==> config.mk <==
export PLATFORM = sky130hd
export DESIGN_NAME = nvdla_csb_seq
export DESIGN_NICKNAME = d
export VERILOG_FILES = /design/src/rtl/nvdla_csb_seq.sv
export SDC_FILE = /design/constraint.sdc
export NUM_CORES = 1
export LEC_CHECK = 0
export CAP_MARGIN = 15
export CELL_PAD_IN_SITES_DETAIL_PLACEMENT = 1
export CELL_PAD_IN_SITES_GLOBAL_PLACEMENT = 1
export CORE_ASPECT_RATIO = 1.25
export CORE_MARGIN = 2
export CORE_UTILIZATION = 46
export DETAILED_ROUTE_END_ITERATION = 10
export GPL_TIMING_DRIVEN = 0
export HOLD_SLACK_MARGIN = 0.12
export PLACE_DENSITY = 0.77
export SETUP_SLACK_MARGIN = 0.3
export SYNTH_ARGS = -nofsm -noshare
export SYNTH_HDL_FRONTEND = slang
export SYNTH_SLANG_ARGS = --single-unit
export TNS_END_PERCENT = 10
==> constraint.sdc <==
create_clock -name clk_i -period 2.9 [get_ports clk_i]
set_clock_uncertainty 0.2 [all_clocks]
set_input_delay 0.435 -clock clk_i [delete_from_list [all_inputs] [get_ports clk_i]]
set_output_delay 0.435 -clock clk_i [all_outputs]
set_load 0.01 [all_outputs]
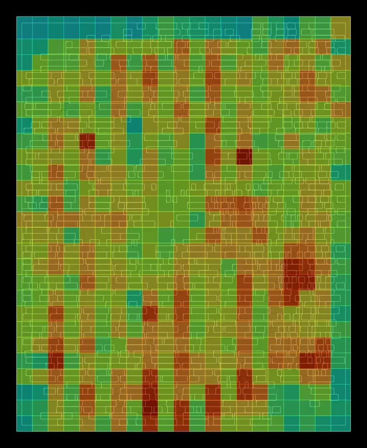
(images/congestion_map.png)
met1 Use GR: 0.251
GRT Util Overall: 0.202
mean routed wirelength per cell: 22.5 um
met2 Track Usage GR: 0.362

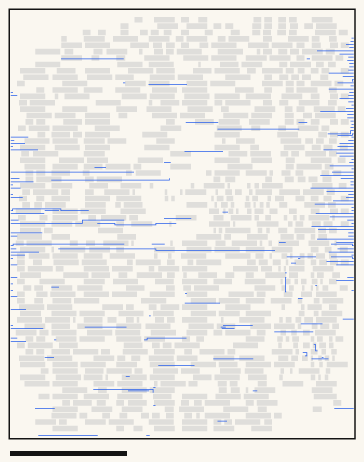
(images/m3.png)
Scale bar: 50 um. Cells faint in the background.
share of all routed wire: 5.1%
nets with wire on the layer: 136
main direction: horizontal
wire length on this layer: 1340 um
met3 Use GR: 0.0398
final wirelength: 26.1 mm
DR vias: 6291

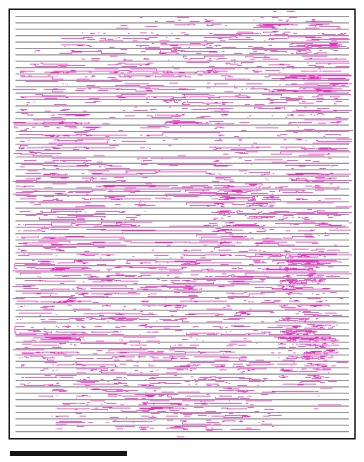
(images/m1.png)
Scale bar: 50 um. Supply wires on this layer in gray.
nets with wire on the layer: 806
share of all routed wire: 39%
longest straight run: 34.7 um

==> GITHUB_STEP_SUMMARY <==
## Synthesis and layout report

| Metric | Value |
|---|---|
| Status | `finished, final reports clean` |
| Largest register FFs | `200` |
| CTS clk-pin slew, worst paths | `60 ps` |
| Register area share after synthesis | `0.738` |
| Most common logic cell in the routed design | `edfxtp_1` |
| Fin nets | `894` |
| Cell chosen for the clock root | `clkbuf_16` |
| Yosys warnings | `0` |
| Top cells by area | `edfxtp_1, dfrtp_1, mux4_2` |
| Share of cells above drive strength 1 | `0.269` |
| Iter 0 DRT Violations | `270` |
| IO Count | `179` |
| FP Rows | `65` |
| Reg-to-reg slack, setup | `410 ps` |
| Critical path class | `reg -> out` |
| Top cell area share | `0.513` |
| Gr ovfl total | `0` |
| PnR worst setup slack | `325 ps` |
| DP Worst Slack | `93.0 ps` |
| Count of maximum capacitance violations | `0` |
| Die Wd | `147 um` |
| Setup TNS Final | `0 ps` |
| Pleak | `5.33 nW` |
| Chip Area, Yosys | `11700 um2` |
| Critical path startpoint category | `flop` |
| GP Congestion | `0.766` |
| DRT antenna net count | `0` |
| Final hold vios | `0` |
| Synth async-reset ratio | `0.344` |
| PwrDens | `892 nW/um2` |
| DR pass1 iterations | `4` |
| Ys flops | `305` |
| Synth area leader | `edfxtp_1` |
| Worst Path Max Fanout | `8` |
| CTS tree | `yes` |
| CP endpoint kind | `primary output` |
| Syn Area/Cell | `19.9 um2` |
[report_power, final]
part	total (W)	switching (W)	leakage [nW]	internal, W
clock	0.00371	0.00162	0.472	0.00209
sequential	0.00579	0.000387	3.15	0.00541
combinational	0.00381	0.00166	1.71	0.00215
[synthesized netlist by cell type (all sizes together), types with 6 or more instances]
master and instances:
dfrtp 105, mux2 82, edfxtp 200, nor2 11, o21ai 6, a21oi 15
buf 20, clkbuf 9, nand2 9, mux4 50
[final cells by class]
class	instances	area, um2
Clock buffer	37	818
Antenna cell	1	2.50
Inverter	5	18.8
Timing Repair Buffer	180	1820
Clock inverter	19	129
Multi-Input combinational cell	248	2890
Sequential cell	305	8630
Buffer	29	186
Fill cell	2195	10200
Tap cell	335	419
[cells by family after synthesis]
group | count (synthesis) | share of synthesized area
AND-OR/OR-AND | 41 | 0.0220
XOR/XNOR | 3 | 0.00225
adder cells (fa/ha/maj) | 6 | 0.00706
buffers and inverters | 34 | 0.0175
flip-flops | 305 | 0.738
multiplexers | 132 | 0.175
AND/OR/NAND/NOR | 66 | 0.0380
[critical path, stage by stage, from the launching register on]
cell and delay [ps]:
dfrtp_2 460, or3_4 450, nand2b_4 170, dlygate4sd2_1 300
[stage by stage]
stage | std cells | total power, W | util | cell area (um2)
finish | 1159 | 0.0133 | 0.593 | 14900
global route | 1159 | 0.0139 | 0.593 | 14900
CTS | 1158 | 0.0134 | 0.593 | 14900
detailed placement | 1100 | 0.00970 | 0.554 | 13900
global placement | 1099 | 0.00950 | 0.553 | 13900
floorplan | 587 | 0.00783 | - | 11700
[per-layer routing]
layer	global-route usage	vias to the layer above	routed length [um]
li1	-	2755	-
met1	0.251	3303	10300
met2	0.362	189	13900
met3	0.0398	44	1340
met4	0.0548	0	542
met5	0	-	0
[timing repair]
item	CTS	global route
buffers inserted	1	0
resized	3	2
hold endpoints to repair	105	0
setup endpoints to repair	2	2
pin swaps	1	0
hold buffers	1	0
Power figures rest on the tool's default switching activity, not on a simulated workload.
